**src/rtl/range_bcd_conv.sv**
```systemverilog
// Sequential binary-to-BCD converter (shift-and-add-3) for the ultrasonic range value.
// Optional macro RANGE_BCD_SAT_EN: on overflow the result saturates to all nines.
module range_bcd_conv #(
  parameter int RANGE_WIDTH = 32,
  parameter int DIGITS      = 4
) (
  input  logic                   clk,
  input  logic                   rst,
  input  logic [RANGE_WIDTH-1:0] range,
  output logic [4*DIGITS-1:0]    bcd,
  output logic                   valid,
  output logic                   busy,
  output logic                   overflow
);

  localparam int          BW    = 4 * DIGITS;
  localparam int          CW    = $clog2(RANGE_WIDTH + 1);
  localparam logic [63:0] LIMIT = 64'(10 ** DIGITS);

  typedef enum logic [1:0] {S_IDLE, S_SHIFT, S_DONE} state_t;

  state_t                 state_q;
  logic [RANGE_WIDTH-1:0] src_last_q;
  logic [RANGE_WIDTH-1:0] shift_q;
  logic [RANGE_WIDTH-1:0] shift_d;
  logic [BW-1:0]          work_q;
  logic [BW-1:0]          work_adj;
  logic [BW-1:0]          work_d;
  logic [CW-1:0]          cnt_q;
  logic                   ovf_pend_q;
  logic                   range_ovf_d;
  logic [BW-1:0]          bcd_q;
  logic                   valid_q;
  logic                   overflow_q;

  // Digits above the top one are dropped, giving range mod 10^DIGITS.
  always_comb begin
    work_adj = work_q;
    for (int i = 0; i < DIGITS; i++) begin
      if (work_q[4*i +: 4] >= 4'd5) begin
        work_adj[4*i +: 4] = work_q[4*i +: 4] + 4'd3;
      end
    end
    work_d      = {work_adj[BW-2:0], shift_q[RANGE_WIDTH-1]};
    shift_d     = {shift_q[RANGE_WIDTH-2:0], 1'b0};
    range_ovf_d = (64'(range) >= LIMIT);
  end

  always_ff @(posedge clk) begin
    if (rst) begin
      state_q    <= S_IDLE;
      src_last_q <= '0;
      shift_q    <= '0;
      work_q     <= '0;
      cnt_q      <= '0;
      ovf_pend_q <= 1'b0;
      bcd_q      <= '0;
      valid_q    <= 1'b0;
      overflow_q <= 1'b0;
    end else begin
      valid_q <= 1'b0;
      case (state_q)
        S_IDLE: begin
          if (range != src_last_q) begin
            src_last_q <= range;
            shift_q    <= range;
            work_q     <= '0;
            cnt_q      <= '0;
            ovf_pend_q <= range_ovf_d;
            state_q    <= S_SHIFT;
          end
        end
        S_SHIFT: begin
          work_q  <= work_d;
          shift_q <= shift_d;
          cnt_q   <= cnt_q + 1'b1;
          if (cnt_q == CW'(RANGE_WIDTH - 1)) begin
            state_q <= S_DONE;
          end
        end
        S_DONE: begin
`ifdef RANGE_BCD_SAT_EN
          bcd_q <= ovf_pend_q ? {DIGITS{4'h9}} : work_q;
`else
          bcd_q <= work_q;
`endif
          overflow_q <= ovf_pend_q;
          valid_q    <= 1'b1;
          state_q    <= S_IDLE;
        end
        default: state_q <= S_IDLE;
      endcase
    end
  end

  assign bcd      = bcd_q;
  assign valid    = valid_q;
  assign overflow = overflow_q;
  assign busy     = (state_q != S_IDLE);

endmodule

```
**config.mk**
```make
export PLATFORM = sky130hd
export DESIGN_NAME = range_bcd_conv
export DESIGN_NICKNAME = d
export VERILOG_FILES = /design/src/rtl/range_bcd_conv.sv
export SDC_FILE = /design/constraint.sdc
export NUM_CORES = 1
export LEC_CHECK = 0
export ABC_AREA = 0
export CELL_PAD_IN_SITES_DETAIL_PLACEMENT = 1
export CELL_PAD_IN_SITES_GLOBAL_PLACEMENT = 2
export CORE_UTILIZATION = 35
export DETAILED_ROUTE_END_ITERATION = 10
export PLACE_DENSITY_LB_ADDON = 0.25
export SYNTH_ARGS = -nofsm -noshare
export SYNTH_HDL_FRONTEND = slang
export SYNTH_SLANG_ARGS = --single-unit
```
**constraint.sdc**
```tcl
create_clock -name clk -period 5.87 [get_ports clk]
set_input_delay 1.4675 -clock clk [delete_from_list [all_inputs] [get_ports clk]]
set_output_delay 1.4675 -clock clk [all_outputs]
set_load 0.05 [all_outputs]
```
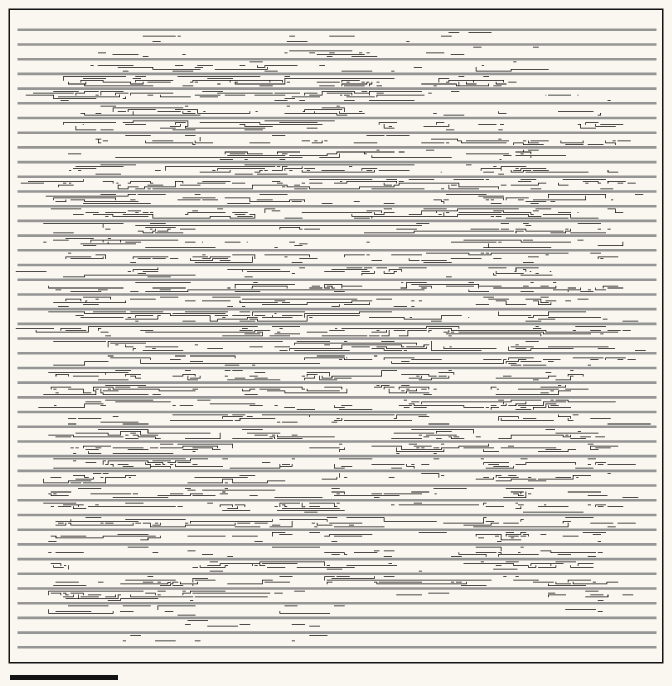
run_1/layer_met1.png
Scale bar: 20 um. Supply wires on this layer in grey.
- nets with wire on the layer: 595
- longest straight run: 52.9 um
- wire length on this layer: 6050 um
- share of all routed wire: 46%
- main direction: horizontal
global routing usage on met1: 23.3%
Routed WL: 13300 um

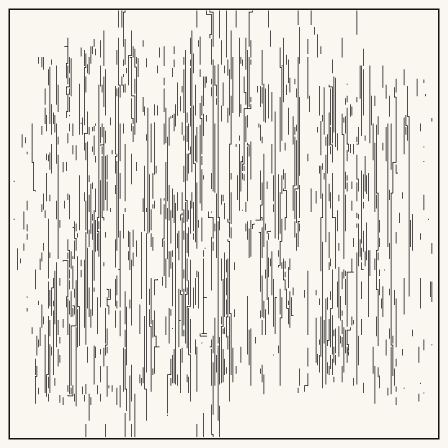
run_1/layer_met2.png
- nets with wire on the layer: 566
- wire length on this layer: 6590 um
- longest straight run: 51.0 um
- share of all routed wire: 50%
vias: 4173
grt met2 use: 34.3%

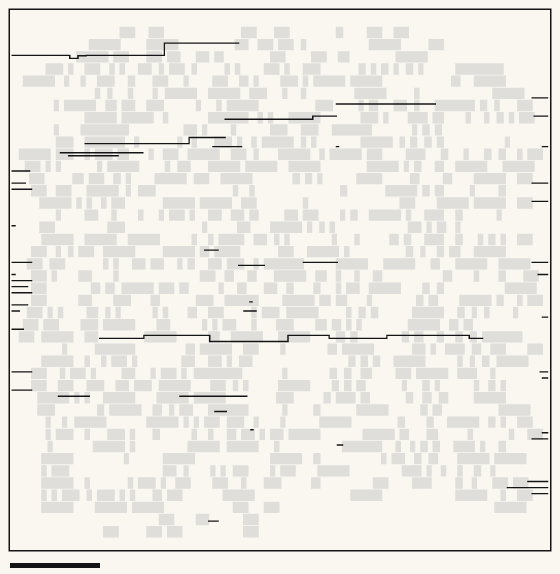
run_1/layer_met3.png
Scale bar: 20 um.
- longest straight run: 23.2 um
- nets with wire on the layer: 36
M3 GR Usage: 4.91%

-- run 1: synthesized netlist by cell type (all sizes together) --
master	instances	area (um^2)
nand2	103	387
nor3	1	5.00
clkbuf	30	113
a21o	1	7.51
nand3	18	90.1
or3	1	6.26
a22oi	1	7.51
mux2i	31	310
nor4	13	81.3
or4	3	30.0
inv	12	45.0
o221a	31	349
mux2	1	11.3
o2111ai	1	8.76
buf	7	53.8
nand4	9	56.3
o211ai	1	7.51
xnor2	36	315
dfxtp	107	2140
nor3b	3	22.5
nand2b	4	25.0
ha	9	113
a41o	4	40.0
o41ai	1	16.3
nor2b	4	25.0
a21oi	36	180
o21ai	15	86.3
nor2	78	293
o31ai	1	7.51
o22ai	7	43.8
or3b	1	8.76
a31oi	6	37.5
-- run 1: worst max-delay path, delay by kind of cell --
kind | cells | cell delay, ps
compound gates | 1 | 480
xor+xnor | 1 | 340
buf+inv | 2 | 910
mux | 1 | 170
simple gates | 2 | 1080
-- run 1: routing by layer --
metal  GRT usage [%]  part of all wire [%]  up-vias
li1                -                     -     2067
met5               0                     0        -
met3            4.91                   3.0       14
met1            23.3                    46     2034
met2            34.3                    50       58
met4            6.25                   1.8        0
-- run 1: state kept, by name, indices dropped and copies added (netlist names) --
register and cells:
cnt_q 6, shift_q 32, src_last_q 32, work_q 16, state_q 2, valid 1, overflow 1, bcd 16
ovf_pend_q 1
-- run 1: metrics by stage --
stage / hold WS [ps] / utilization, % / instances
after floorplan: 427 / - / 576
after global placement: 442 / 41.2 / 773
after detailed placement: 449 / 41.2 / 773
after CTS: 459 / 43.7 / 789
after global routing: 473 / 43.7 / 789
final: 455 / 43.7 / 789
-- run 1: worst paths after layout --
path	from	slack, ps	endpoint	cells after the start
worst max-delay path	range[25]	1650	src_last_q[31]$_SDFFE_PP0P_	7
worst min-delay path	ovf_pend_q$_SDFFE_PP0P_	450	overflow$_SDFFE_PP0P_	2
worst max register to register	src_last_q[25]$_SDFFE_PP0P_	2950	src_last_q[31]$_SDFFE_PP0P_	6
worst min register to register	ovf_pend_q$_SDFFE_PP0P_	450	overflow$_SDFFE_PP0P_	2
-- run 1: cell families after synthesis --
kind of cell,count (synthesis),synth area share [%]
flip-flops,107,43.5
XOR/XNOR,36,6.40
buffers and inverters,49,4.29
AND-OR/OR-AND,105,16.1
AND/OR/NAND/NOR,238,20.9
adder cells (fa/ha/maj),9,2.29
multiplexers,32,6.53
-- run 1: power by group through the flow --
| stage | Sequential [uW] | Combinational (uW) | Clock [uW] |
|---|---|---|---|
| 3_3_place_gp | 802 | 196 | 0 |
| 5_1_grt | 792 | 221 | 753 |
| 6_report | 787 | 200 | 705 |
| 4_1_cts | 787 | 204 | 725 |
| 2_1_floorplan | 797 | 132 | 0 |
| 3_5_place_dp | 803 | 202 | 0 |
-- run 1: cell type report --
cell class / instances / share of cell area (%)
multi-input combinational: 420 / 44.0
clock inverter: 5 / 1.69
clock buffer: 11 / 4.11
tap: 176 / 3.73
inverter: 12 / 0.762
timing repair buffer: 58 / 9.49
sequential: 107 / 36.3
==> impl_metrics.tcl, run 1 <==
# yosys + openroad results
set metrics [dict create \
    internal-power_uw 1280 \
    fin_crit_sh_pct 71.9 \
    status "complete, no violations" \
    netlist_instances 576 \
    cts_hold_buf 0 \
    ys_ff 107 \
    mappedNetlistArea_um2 4920 \
    period_needed_ps 4220 \
    clk_pin_slew_ps 70 \
    crit_slowest_cell "nor4_1" \
    worst_ep_required_time_ps 6100 \
    numCtsBuffers 9 \
    n_fill_cell 1592 \
    fin_ws_ps 1650 \
    fp.dieW_um 121 \
    layout_top_cell "dfxtp_1" \
    critPathMaxStageDelay_ps 900 \
    dpl_worst_slack_ps 1270 \
    worstSetupStartpointType "primary input" \
    initial_core_util_pct 36.5 \
    layout_top_cells "dfxtp_1 (107), nand2_1 (103), nor2_1 (78), clkdlybuf4s50_1 (51), xnor2_1 (36)" \
    grt_pass1_vias 4326 \
    ys_types 36 \
    critPathCaptureType "flop" \
    layout.nets 651 \
    share_comb_of_total_power_pct 11.8 \
    layout-drive-gt1-share_pct 8.16 \
    fp-row-count 42 \
    ys_area_um2 4920 \
    worstPathCellList "clkdlybuf4s50_1 > xnor2_1 > nand4_1 > nor4_1 > a21oi_4 > buf_4 > mux2i_1" \
    slew_headroom_pct 19.5 \
    fp_nets 619 \
    synth-seq-area-share_pct 43.5 \
    drv_slew 0 \
    insertion_delay_ps 360 \
    seqPwrFrac_pct 46.5 \
    ctsResizeCount 0 \
    num_antenna_cells 0 \
    cts_sinks 107 \
    power_uw 1690 \
    critical_path_class "in2reg" \
    firstDrtPassIters 4 \
    logic_area_um2 2600 \
    hold_violations 0 \
    yosys_warnings 0 \
    grt_overflow 0 \
    drc 0 \
    chip_area_um2 14500 \
    cap_violations 0 \
    cp_max_fo 30 \
    switching_power_uw 414 \
    gp_congestion 0.753 \
    grt.total_usage_pct 19.6 \
    syn_avg_cell_area_um2 8.55 \
    cts_tree "yes" \
    wire_per_inst_um 16.8 \
    drt_iter0_markers 219 \
    grt_max_degree 64 \
    clk_root_buffer_cell "clkbuf_16" \
    antenna_found_initial 0 \
    htree_num_levels 3 \
    switching_share_pct 24.4 \
    fin_area_um2 5910 \
    worst_slew_pin_slew_ps 1200 \
    finClkSkew_ps 5.77 \
    dpl_cell_area_um2 5570 \
    grt_pass1_wl_um 22200 \
    drtAntennaViolNets 0 \
    via_per_inst 5.29 \
    io_buffers 52 \
    p_per_area_nw_per_um2 286 \
    clkPwrFrac_pct 41.6 \
    rsz0062_at_grt "no" \
]
==> inputs of run 2 (changes only) <==
CORE_UTILIZATION = 34   (was 35)
clock period = 4 ns   (was 5.87 ns; I/O delays follow)
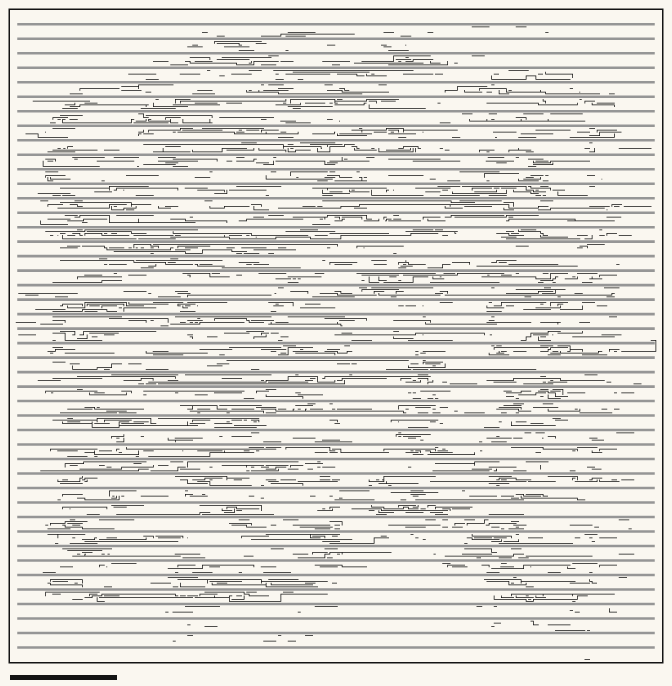
run_2/layer_met1.png
Scale bar: 20 um. Supply wires on this layer in grey.
- main direction: horizontal
- wire length on this layer: 5970 um
- share of all routed wire: 46%
global routing usage on met1: 22.7%
vias: 4196
Routed WL: 13000 um

==> impl_metrics.tcl, run 2 <==
# yosys + openroad results
set metrics [dict create \
    finClkSkew_ps 7.23 \
    io_buffers 52 \
    ff2ff_setup_slack_ps 1560 \
    synth-seq-area-share_pct 43.5 \
    cts_tree "yes" \
    grt_overflow 0 \
    drv_slew 0 \
    synth_stat.cells 576 \
    period_needed_ps 3240 \
    cp_max_fo 29 \
    grt.total_usage_pct 18.6 \
    clk_pin_slew_ps 70 \
    share_comb_of_total_power_pct 12.5 \
    critical_path_class "in2reg" \
    hold_violations 0 \
    htree_num_levels 3 \
    worst_ep_required_time_ps 4280 \
    warning_count 30 \
    switching_share_pct 25.6 \
    cts_hold_buf 0 \
    yosys_warnings 0 \
    fp-row-count 43 \
    critPathCaptureType "flop" \
    grt_pass1_wl_um 21500 \
    fp.dieW_um 122 \
    gp_congestion 0.767 \
    insertion_delay_ps 360 \
    internal-power_uw 1770 \
    cap_violations 0 \
    edf_count 0 \
    initial_core_util_pct 35.2 \
    timing.rr.end "src_last_q[17]$_SDFFE_PP0P_" \
    antenna_found_initial 0 \
    ir_drop_mv 0.224 \
    ctsResizeCount 0 \
    netlist_instances 576 \
    whs_ps 454 \
    drtAntennaViolNets 0 \
    synthTopCellsByCount "dfxtp_1 (107), nand2_1 (103), nor2_1 (78), a21oi_1 (36), xnor2_1 (36)" \
    via_per_inst 5.23 \
    fin_crit_sh_pct 81.1 \
    layout.nets 660 \
    cts_sinks 107 \
    top_area_cell "dfxtp_1" \
    grt_pass1_vias 4247 \
    layout_top_cell "dfxtp_1" \
    fp_nets 619 \
    rsz0062_at_grt "no" \
    mappedNetlistArea_um2 4920 \
    switching_power_uw 610 \
    status "complete, no violations" \
    top_cell_area_share_pct 43.5 \
    slew_headroom_pct 32.8 \
    ff_type "dfxtp_1" \
    ys_top_cells_by_area "dfxtp_1 (43%), nand2_1 (7.9%), xnor2_1 (6.4%)" \
    die_h_um 122 \
    clk_root_buffer_cell "clkbuf_16" \
    min_path_cells 2 \
    holdPathEnd "bcd[2]$_SDFFE_PP0P_" \
    clkPwrFrac_pct 39.1 \
    firstDrtPassIters 4 \
    drt_iter0_markers 190 \
    drc 0 \
    wire_per_inst_um 16.2 \
    seqPwrFrac_pct 48.4 \
    ys_ff 107 \
    r2r_cells 7 \
    synthArstFlopShare_pct 0 \
    num_antenna_cells 0 \
    grt_max_degree 83 \
    syn_avg_cell_area_um2 8.55 \
    worstSetupStartpointType "primary input" \
    layout-drive-gt1-share_pct 9.32 \
    numCtsBuffers 9 \
    ys_area_um2 4920 \
    r2r-start "src_last_q[5]$_SDFFE_PP0P_" \
    setup_viol 0 \
    chip_area_um2 15000 \
    ys_types 36 \
    yosysMostFrequentCell "dfxtp_1" \
    leakagePower_uw 0.00225 \
    reg_top3 "shift_q: 32 flops, src_last_q: 32 flops" \
    worst_slew_pin_slew_ps 1010 \
    layout_top_cells "dfxtp_1 (107), nand2_1 (103), nor2_1 (78), clkdlybuf4s50_1 (51), xnor2_1 (36)" \
    p_per_area_nw_per_um2 401 \
    min_from "bcd[2]$_SDFFE_PP0P_" \
]
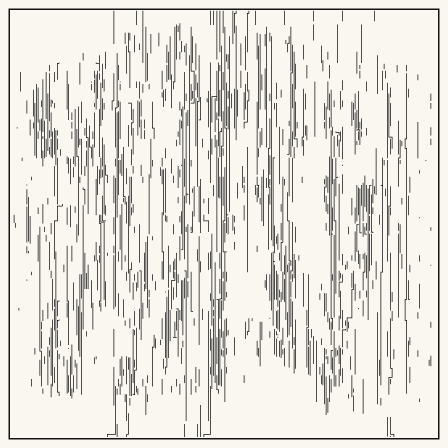
run_2/layer_met2.png
- longest straight run: 58.1 um
- nets with wire on the layer: 559
- share of all routed wire: 50%
grt met2 use: 32.2%

run 2: logic make-up after synthesis:
family | after synthesis | share of synthesized area [%]
AND-OR/OR-AND | 105 | 16.1
AND/OR/NAND/NOR | 238 | 20.9
adder cells (fa/ha/maj) | 9 | 2.29
flip-flops | 107 | 43.5
XOR/XNOR | 36 | 6.40
multiplexers | 32 | 6.53
buffers and inverters | 49 | 4.29
run 2: per-layer routing:
| metal | GRT usage [%] | routed length (um) |
|---|---|---|
| met5 | 0 | 0 |
| met4 | 6.48 | 173 |
| met3 | 3.90 | 343 |
| met2 | 32.2 | 6510 |
| met1 | 22.7 | 5970 |
run 2: layout make-up:
class	count	area, um^2
fillers	1662	8040
well taps	180	225
inverters	12	45.0
multi-input cells	420	2590
flip-flops and latches	107	2140
clock buffers	13	260
repair buffers	67	641
clock inverters	3	46.3
run 2: how the worst max path moves through the flow:
stage	to	from	slack, ps
3_3_place_gp	src_last_q[13]$_SDFFE_PP0P_	range[18]	450
4_1_cts	src_last_q[17]$_SDFFE_PP0P_	range[18]	760
5_1_grt	src_last_q[20]$_SDFFE_PP0P_	range[14]	620
2_1_floorplan	ovf_pend_q$_SDFFE_PP0P_	range[29]	1440
3_5_place_dp	src_last_q[17]$_SDFFE_PP0P_	range[18]	380
6_report	src_last_q[17]$_SDFFE_PP0P_	range[23]	760
run 2: power by group through the flow:
stage | logic (uW) | clock network (uW) | registers (uW)
2_1_floorplan | 194 | 0 | 1170
3_5_place_dp | 301 | 0 | 1180
4_1_cts | 302 | 965 | 1150
6_report | 298 | 932 | 1160
3_3_place_gp | 292 | 0 | 1180
5_1_grt | 326 | 1000 | 1160
run 2: stage by stage:
step	util [%]	power [uW]	setup WS [ps]	std cells	area (um^2)
2_1_floorplan	-	1360	1440	576	4920
3_3_place_gp	40.3	1470	449	786	5640
3_5_place_dp	40.3	1480	382	786	5640
4_1_cts	42.5	2420	761	802	5950
5_1_grt	42.5	2490	618	802	5950
6_report	42.5	2380	757	802	5950
run 2: worst max-delay path, cell delays in order:
cell and delay [ps]:
clkdlybuf4s50_1 530, xnor2_1 180, nand4_1 130, nor4_1 70, buf_4 150, a21oi_4 780, buf_4 420, mux2i_1 230
Power is estimated from default activity; no workload was simulated.
